[src/rtl/rgb_to_yuv_encoder.sv]
// RGB-to-YUV frame encoder.
// Reads a packed RGB frame from the shared SRAM, four pixels (six words) at a time.
// Converts each pixel to Y/U/V with Q16 fixed-point arithmetic.
// Writes one Y plane and 2:1 horizontally decimated U and V planes back to SRAM.
module rgb_to_yuv_encoder #(
  parameter logic [17:0] Y_BASE     = 18'd0,
  parameter logic [17:0] U_BASE     = 18'd38400,
  parameter logic [17:0] V_BASE     = 18'd57600,
  parameter logic [17:0] RGB_BASE   = 18'd146944,
  parameter int          NUM_GROUPS = 19200
) (
  input  logic        Clock,
  input  logic        Resetn,
  input  logic        Enable,
  output logic [17:0] SRAM_address,
  input  logic [15:0] SRAM_read_data,
  output logic [15:0] SRAM_write_data,
  output logic        SRAM_we_n,
  output logic        Done
);

  localparam int DATA_W = 8;
  localparam int COEF_W = 32;
  localparam int GRP_W  = (NUM_GROUPS > 1) ? $clog2(NUM_GROUPS) : 1;
  localparam logic [GRP_W-1:0] LAST_G = GRP_W'(NUM_GROUPS - 1);

  typedef enum logic [4:0] {
    S_IDLE,
    S_RD0, S_RD1, S_RD2, S_RD3, S_RD4, S_RD5,
    S_CAP4, S_CAP5,
    S_CONV0, S_CONV1, S_CONV2, S_CONV3,
    S_WY0, S_WY1, S_WU, S_WV,
    S_DONE
  } state_t;

  state_t            state;
  logic [GRP_W-1:0]  grp;
  logic [17:0]       rgb_ptr;
  logic [17:0]       y_ptr;
  logic [17:0]       uv_off;

  // Six captured RGB words of the current group, then per-pixel Y/U/V results
  logic [15:0]       word_p0 [6];
  logic [DATA_W-1:0] y_p1 [4];
  logic [DATA_W-1:0] u_p1 [4];
  logic [DATA_W-1:0] v_p1 [4];

  logic [DATA_W-1:0] cur_r, cur_g, cur_b;
  logic [DATA_W-1:0] y_c, u_c, v_c;

  // Weighted sum with rounding bias, then arithmetic shift (floor) back to integer
  function automatic logic signed [COEF_W-1:0] dot_q16(
    input logic signed [COEF_W-1:0] c_r,
    input logic signed [COEF_W-1:0] c_g,
    input logic signed [COEF_W-1:0] c_b,
    input logic [DATA_W-1:0]        r,
    input logic [DATA_W-1:0]        g,
    input logic [DATA_W-1:0]        b
  );
    logic signed [COEF_W-1:0] rs, gs, bs, acc;
    rs  = $signed({{(COEF_W-DATA_W){1'b0}}, r});
    gs  = $signed({{(COEF_W-DATA_W){1'b0}}, g});
    bs  = $signed({{(COEF_W-DATA_W){1'b0}}, b});
    acc = c_r * rs + c_g * gs + c_b * bs + 32'sd32768;
    return acc >>> 16;
  endfunction

  // Saturate a signed value into an unsigned 8-bit sample
  function automatic logic [DATA_W-1:0] clip_u8(input logic signed [COEF_W-1:0] x);
    if (x < 0)
      return '0;
    else if (x > 32'sd255)
      return 8'hFF;
    else
      return x[DATA_W-1:0];
  endfunction

  // Rounded pair average, carried in 9 bits and truncated back to 8
  function automatic logic [DATA_W-1:0] avg8(input logic [DATA_W-1:0] a,
                                             input logic [DATA_W-1:0] b);
    logic [DATA_W:0] s;
    s = {1'b0, a} + {1'b0, b} + 9'd1;
    return s[DATA_W:1];
  endfunction

  // Select the pixel being converted this cycle from the captured words
  always_comb begin
    cur_r = '0;
    cur_g = '0;
    cur_b = '0;
    case (state)
      S_CONV0: begin cur_r = word_p0[0][15:8]; cur_g = word_p0[0][7:0];  cur_b = word_p0[1][15:8]; end
      S_CONV1: begin cur_r = word_p0[1][7:0];  cur_g = word_p0[2][15:8]; cur_b = word_p0[2][7:0];  end
      S_CONV2: begin cur_r = word_p0[3][15:8]; cur_g = word_p0[3][7:0];  cur_b = word_p0[4][15:8]; end
      S_CONV3: begin cur_r = word_p0[4][7:0];  cur_g = word_p0[5][15:8]; cur_b = word_p0[5][7:0];  end
      default: ;
    endcase
  end

  // Colour-space conversion of the selected pixel
  always_comb begin
    y_c = clip_u8(dot_q16( 32'sd16843,  32'sd33030,  32'sd6423,  cur_r, cur_g, cur_b) + 32'sd16);
    u_c = clip_u8(dot_q16(-32'sd9699,  -32'sd19071,  32'sd28770, cur_r, cur_g, cur_b) + 32'sd128);
    v_c = clip_u8(dot_q16( 32'sd28770, -32'sd24117, -32'sd4653,  cur_r, cur_g, cur_b) + 32'sd128);
  end

  // Group sequencer: read six words, convert four pixels, write four words
  always_ff @(posedge Clock) begin
    if (!Resetn) begin
      state           <= S_IDLE;
      grp             <= '0;
      rgb_ptr         <= '0;
      y_ptr           <= '0;
      uv_off          <= '0;
      SRAM_address    <= '0;
      SRAM_write_data <= '0;
      SRAM_we_n       <= 1'b1;
      Done            <= 1'b0;
      for (int i = 0; i < 6; i++) word_p0[i] <= '0;
      for (int i = 0; i < 4; i++) begin
        y_p1[i] <= '0;
        u_p1[i] <= '0;
        v_p1[i] <= '0;
      end
    end else begin
      SRAM_we_n <= 1'b1;
      Done      <= 1'b0;
      case (state)
        S_IDLE: begin
          if (Enable) begin
            grp     <= '0;
            rgb_ptr <= RGB_BASE;
            y_ptr   <= Y_BASE;
            uv_off  <= '0;
            state   <= S_RD0;
          end
        end
        // Read issue; data of each address returns two edges later
        S_RD0: begin
          SRAM_address <= rgb_ptr;
          rgb_ptr      <= rgb_ptr + 18'd1;
          state        <= S_RD1;
        end
        S_RD1: begin
          SRAM_address <= rgb_ptr;
          rgb_ptr      <= rgb_ptr + 18'd1;
          state        <= S_RD2;
        end
        S_RD2: begin
          SRAM_address <= rgb_ptr;
          rgb_ptr      <= rgb_ptr + 18'd1;
          word_p0[0]   <= SRAM_read_data;
          state        <= S_RD3;
        end
        S_RD3: begin
          SRAM_address <= rgb_ptr;
          rgb_ptr      <= rgb_ptr + 18'd1;
          word_p0[1]   <= SRAM_read_data;
          state        <= S_RD4;
        end
        S_RD4: begin
          SRAM_address <= rgb_ptr;
          rgb_ptr      <= rgb_ptr + 18'd1;
          word_p0[2]   <= SRAM_read_data;
          state        <= S_RD5;
        end
        S_RD5: begin
          SRAM_address <= rgb_ptr;
          rgb_ptr      <= rgb_ptr + 18'd1;
          word_p0[3]   <= SRAM_read_data;
          state        <= S_CAP4;
        end
        S_CAP4: begin
          word_p0[4] <= SRAM_read_data;
          state      <= S_CAP5;
        end
        S_CAP5: begin
          word_p0[5] <= SRAM_read_data;
          state      <= S_CONV0;
        end
        // Conversion: one pixel per cycle into the result registers
        S_CONV0: begin
          y_p1[0] <= y_c; u_p1[0] <= u_c; v_p1[0] <= v_c;
          state   <= S_CONV1;
        end
        S_CONV1: begin
          y_p1[1] <= y_c; u_p1[1] <= u_c; v_p1[1] <= v_c;
          state   <= S_CONV2;
        end
        S_CONV2: begin
          y_p1[2] <= y_c; u_p1[2] <= u_c; v_p1[2] <= v_c;
          state   <= S_CONV3;
        end
        S_CONV3: begin
          y_p1[3] <= y_c; u_p1[3] <= u_c; v_p1[3] <= v_c;
          state   <= S_WY0;
        end
        // Write-back: two Y words, one decimated U word, one decimated V word
        S_WY0: begin
          SRAM_address    <= y_ptr;
          SRAM_write_data <= {y_p1[0], y_p1[1]};
          SRAM_we_n       <= 1'b0;
          y_ptr           <= y_ptr + 18'd1;
          state           <= S_WY1;
        end
        S_WY1: begin
          SRAM_address    <= y_ptr;
          SRAM_write_data <= {y_p1[2], y_p1[3]};
          SRAM_we_n       <= 1'b0;
          y_ptr           <= y_ptr + 18'd1;
          state           <= S_WU;
        end
        S_WU: begin
          SRAM_address    <= U_BASE + uv_off;
          SRAM_write_data <= {avg8(u_p1[0], u_p1[1]), avg8(u_p1[2], u_p1[3])};
          SRAM_we_n       <= 1'b0;
          state           <= S_WV;
        end
        S_WV: begin
          SRAM_address    <= V_BASE + uv_off;
          SRAM_write_data <= {avg8(v_p1[0], v_p1[1]), avg8(v_p1[2], v_p1[3])};
          SRAM_we_n       <= 1'b0;
          uv_off          <= uv_off + 18'd1;
          if (grp == LAST_G) begin
            state <= S_DONE;
          end else begin
            grp   <= grp + 1'b1;
            state <= S_RD0;
          end
        end
        S_DONE: begin
          Done  <= 1'b1;
          state <= S_IDLE;
        end
        default: state <= S_IDLE;
      endcase
    end
  end

endmodule

[config.mk]
export PLATFORM = sky130hd
export DESIGN_NAME = rgb_to_yuv_encoder
export DESIGN_NICKNAME = d
export VERILOG_FILES = /design/src/rtl/rgb_to_yuv_encoder.sv
export SDC_FILE = /design/constraint.sdc
export NUM_CORES = 2
export LEC_CHECK = 0
export CORE_UTILIZATION = 58
export DETAILED_ROUTE_END_ITERATION = 12
export GPL_ROUTABILITY_DRIVEN = 1
export PLACE_DENSITY = 0.8
export SLEW_MARGIN = 5
export SYNTH_ARGS = -nofsm -noshare
export SYNTH_HDL_FRONTEND = slang
export SYNTH_SLANG_ARGS = --single-unit
[constraint.sdc]
create_clock -name Clock -period 18.7 [get_ports Clock]
set_clock_uncertainty 0.1 [all_clocks]
set_input_delay 2.805 -clock Clock [delete_from_list [all_inputs] [get_ports Clock]]
set_output_delay 2.805 -clock Clock [all_outputs]
set_load 0.02 [all_outputs]
==> images/final_clocks.png <==
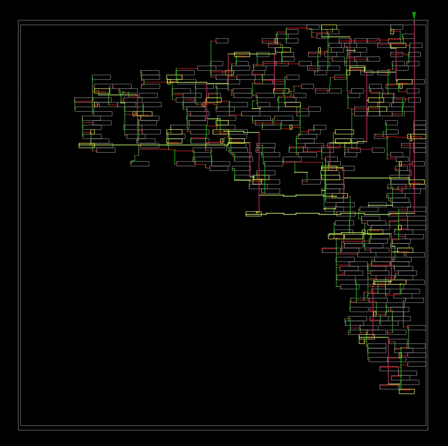
CTS Buf Count: 31
clk_lat worst skew: 610 ps
clk pwr: 647 uW
# clock sinks: 302

==> images/gate_families.png <==
Drawn at 1.5 px/um.
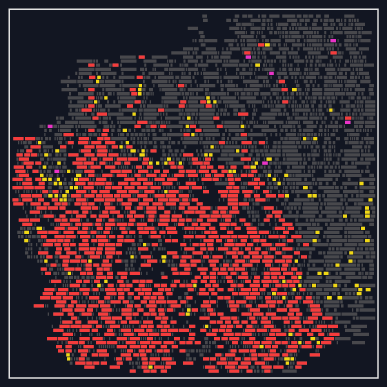
[yellow] AND-OR and OR-AND gates | cells: 129
[magenta] multiplexers | cells: 7
[red] adder and majority cells | cells: 916

==> images/port_nets.png <==
Drawn at 2 px/um.
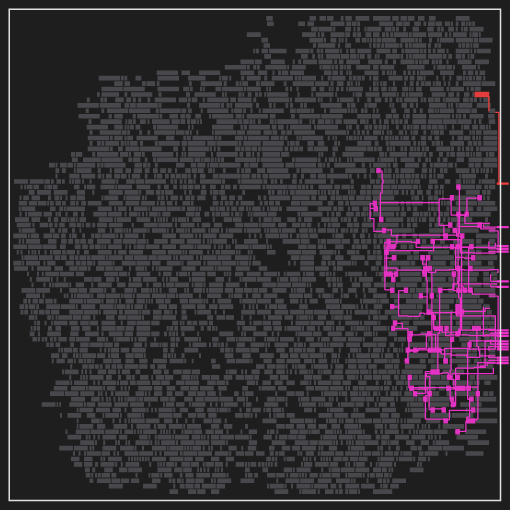
[red] `SRAM_we_n` | direction: output | edge: east | end cells: 1 | buffers: 1 | wire: 45.5 um
[magenta] `SRAM_read_data` | direction: input | edge: east | end cells: 96 | buffers: 16 | wire: 1,800 um

==> reports/metrics.csv <==
stage;metric;value;unit
power;VDD IR max;0.0908;mV
place;dpl hpwl;75.0;mm
logic_synthesis;Synth Flop Type;edfxtp_1;
run;tool warnings;68;
route;post-DR vias/cell;5.89;
logic_synthesis;Registers, synthesis;302;
route;WL met2;43.3;mm
route;drt first-iter violations;2186;
route;DRC Markers;0;
grt;initial antenna violation count;0;
floorplanning;IO Count;55;
worst_setup_path;FF-to-FF Start;state[4];
place;GP Congestion;1.04;
logic_synthesis;syn avg cell area;9.95;um^2
route;Max Used Layer;met4;
route;drt total wl;92.7;mm
worst_setup_path;FF-to-FF setup slack;5780;ps
finish;P&R area growth vs syn;7.63;%
sta;Setup TNS;0;ps
worst_setup_path;Worst Reg-to-Reg Cells;41;
worst_setup_path;Critical Path End;v_p1[0][6];
clock_tree;clk root buf;clkbuf_16;
min_path;HP Start;SRAM_write_data[9];
min_path;WHS Endpoint;SRAM_write_data[9];
sta;hold_ws;361;ps
clock_tree;Post-CTS Setup Inserts;0;
grt;GRT Residual Overflow;0;
worst_setup_path;CP Max Fanout;32;
worst_setup_path;crit-path max cell delay;960;ps
sta;worst relative slew slack;0.147;
run;total of max-cap violations;0;
logic_synthesis;Floorplan Nets;4374;
sta;Final setup viols;0;
logic_synthesis;flip-flops with a built-in enable;192;
grt;vias in the first global route;25800;
logic_synthesis;Unique cell types;87;
clock_tree;Hold Buf Count CTS;0;
power;Lkg Pwr;0.0189;uW
route;Met3 Routed Length;8.51;mm
grt;largest net degree at the start of global routing;55;
logic_synthesis;synthesized area;34200;um^2
worst_setup_path;CP Capture Type;register;
worst_setup_path;Startpoint Class;register;
clock_tree;CTS max path bufs;3;
worst_setup_path;Crit path arrival time;13110;ps
sta;Final Hold Fails;0;
clock_tree;H-tree depth;1;
logic_synthesis;Area contributors post-synth;fa_1 24%, ha_1 19%, edfxtp_1 17%;
min_path;hold path cells;2;
route;number of nets with antenna violations after routing;0;
sta;Max Transition Viols Final;0;
floorplanning;num rows;88;
logic_synthesis;Max-area cell share;0.235;
sta;maximum clock rate;77.4;MHz
sta;RSZ-0062 raised after global routing;false;
logic_synthesis;cell taking the most area after synthesis;fa_1;
worst_setup_path;RR Endpoint;v_p1[0][6];
clock_tree;number of gates resized after cts;0;
clock_tree;CTS tree;built;
sta;cycle use final;0.691;
floorplanning;die height;245;um
worst_setup_path;critical path data required time;18880;ps
outcome;status;completed;
grt;global-route wire length before repair;145;mm
floorplanning;Placeable Area;58000;um^2
logic_synthesis;yosys warns;0;
route;DRT Pass-1 Iters;7;
finish;fraction of layout instances using a drive strength above 1;0.0418;
place;input/output buffers;54;
sta;Slew @ Worst Pin;1270;ps
==> images/metal_stack.png <==
Drawn at 1.5 px/um.
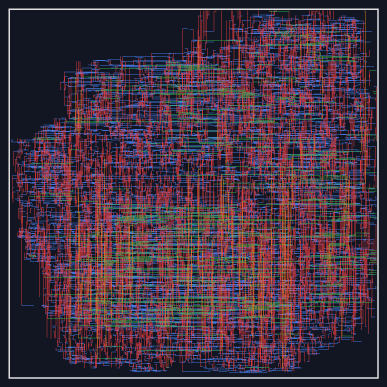
[green] met3 | wire length: 8,510 um
[orange] met4 | wire length: 3,600 um
[red] met2 | wire length: 43.3 mm
[blue] met1 | wire length: 37.3 mm
routed vias: 25,200
GR Util All Layers: 0.317

==> images/registers.png <==
Drawn at 1 px/um. Other sequential cells in the stronger gray, the rest of the logic in the fainter gray.
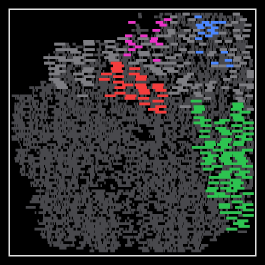
[red] `u_p1` | placed flops: 32
[blue] `SRAM_address` | placed flops: 18 | where: north-east
[magenta] `SRAM_write_data` | placed flops: 16 | where: north
[green] `word_p0` | placed flops: 96
not colored: 140
fin util: 0.635
sequential cell area: 7970 um^2
sequential share of cell area: 0.216
seq pwr: 743 uW

==> state kept, by name (all words and copies together), names as in the netlist <==
signal,cells
SRAM_write_data,16
v_p1,32
y_ptr,18
word_p0,96
rgb_ptr,18
Done,1
u_p1,32
SRAM_address,18
state,5
uv_off,18
SRAM_we_n,1
y_p1,32
grp,15
==> through the flow <==
step,total power [uW],worst slack (ps),cells,area [um^2]
6_report,1490,5780,4285,36800
4_1_cts,1490,5850,4285,36800
3_5_place_dp,854,5910,4227,35800
5_1_grt,1520,4970,4285,36800
3_3_place_gp,852,6210,4227,35800
2_1_floorplan,813,7280,3439,34200
==> cells in the final DEF (no fill, tap or decap), drive strengths merged, types with 8 or more instances in the layout <==
cell / synthesis / final
nand3: 60 / 60
clkbuf: 63 / 42
a211oi: 18 / 18
a21boi: 12 / 12
o21a: 19 / 19
dfxtp: 110 / 110
inv: 704 / 706
clkdlybuf4s50: 0 / 53
o21ai: 118 / 118
a21oi: 196 / 196
fa: 402 / 402
edfxtp: 192 / 192
nand2b: 18 / 18
a22o: 17 / 17
nand2: 147 / 147
o21bai: 10 / 10
a221oi: 25 / 25
or2: 10 / 10
buf: 15 / 48
and4: 10 / 10
nor3b: 8 / 8
nor3: 35 / 35
ha: 514 / 514
nand4: 15 / 15
nor2: 182 / 182
o211ai: 14 / 14
a221o: 10 / 10
a22oi: 20 / 20
and2: 105 / 105
o22ai: 10 / 10
nor2b: 26 / 26
a21o: 53 / 53
xor2: 73 / 73
or3: 22 / 22
a211o: 9 / 9
xnor2: 67 / 67
a31oi: 14 / 14
and3: 29 / 29
==> worst max-delay path: cells and delay by family (launching register included) <==
kind	cells	cell delay, ps
AOI/OAI and AO/OA	17	4570
adders and majority gates	12	4810
buffers and inverters	7	1070
DFF	1	590
and+or+nand+nor	5	1440
==> cell type report <==
class                   count  area (um^2)
flip-flops and latches    302         7970
inverters                 704         2640
clock buffers              42          858
repair buffers            101          888
clock inverters            16          198
multi-input cells        2355        23300
fillers                  4645        21200
well taps                 765          957
==> layer usage <==
metal	global-route usage	vias up
met4	0.111	0
met1	0.423	12400
met2	0.521	1053
met5	0	-
met3	0.0542	197
li1	-	11600
==> cells by family (layout without fill, tap and decap cells) <==
kind of cell,count (synthesis),after routing,synth area share
XOR/XNOR,140,140,0.0358
adder cells (fa/ha/maj),916,916,0.423
flip-flops,302,302,0.233
buffers and inverters,782,863,0.0870
AND/OR/NAND/NOR,687,687,0.101
AND-OR/OR-AND,605,605,0.118
multiplexers,7,7,0.00219
==> where the power goes <==
part	leakage [uW]	total, uW	internal [uW]	switching, uW
clock network	0.000512	647	378	269
registers	0.00287	743	730	12.3
logic	0.0155	99.9	34.0	65.9
total	0.0189	1490	1140	347
==> cells in the mapped netlist, types with 16 or more instances <==
cell type and count:
nand3_1 60, xor2_1 73, xnor2_1 67, o21ai_0 115, inv_1 702, nor3_1 34
a221oi_1 24, nor2_1 181, nand2_1 147, or3_1 22, nor2b_1 26, o21a_1 19
a22o_1 17, a21o_1 53, a21oi_1 191, edfxtp_1 192, and3_1 29, ha_1 514
fa_1 402, a211oi_1 16, dfxtp_1 110, and2_1 105, nand2b_1 18, a22oi_1 19
clkbuf_1 62
Power and IR drop assume default switching activity.
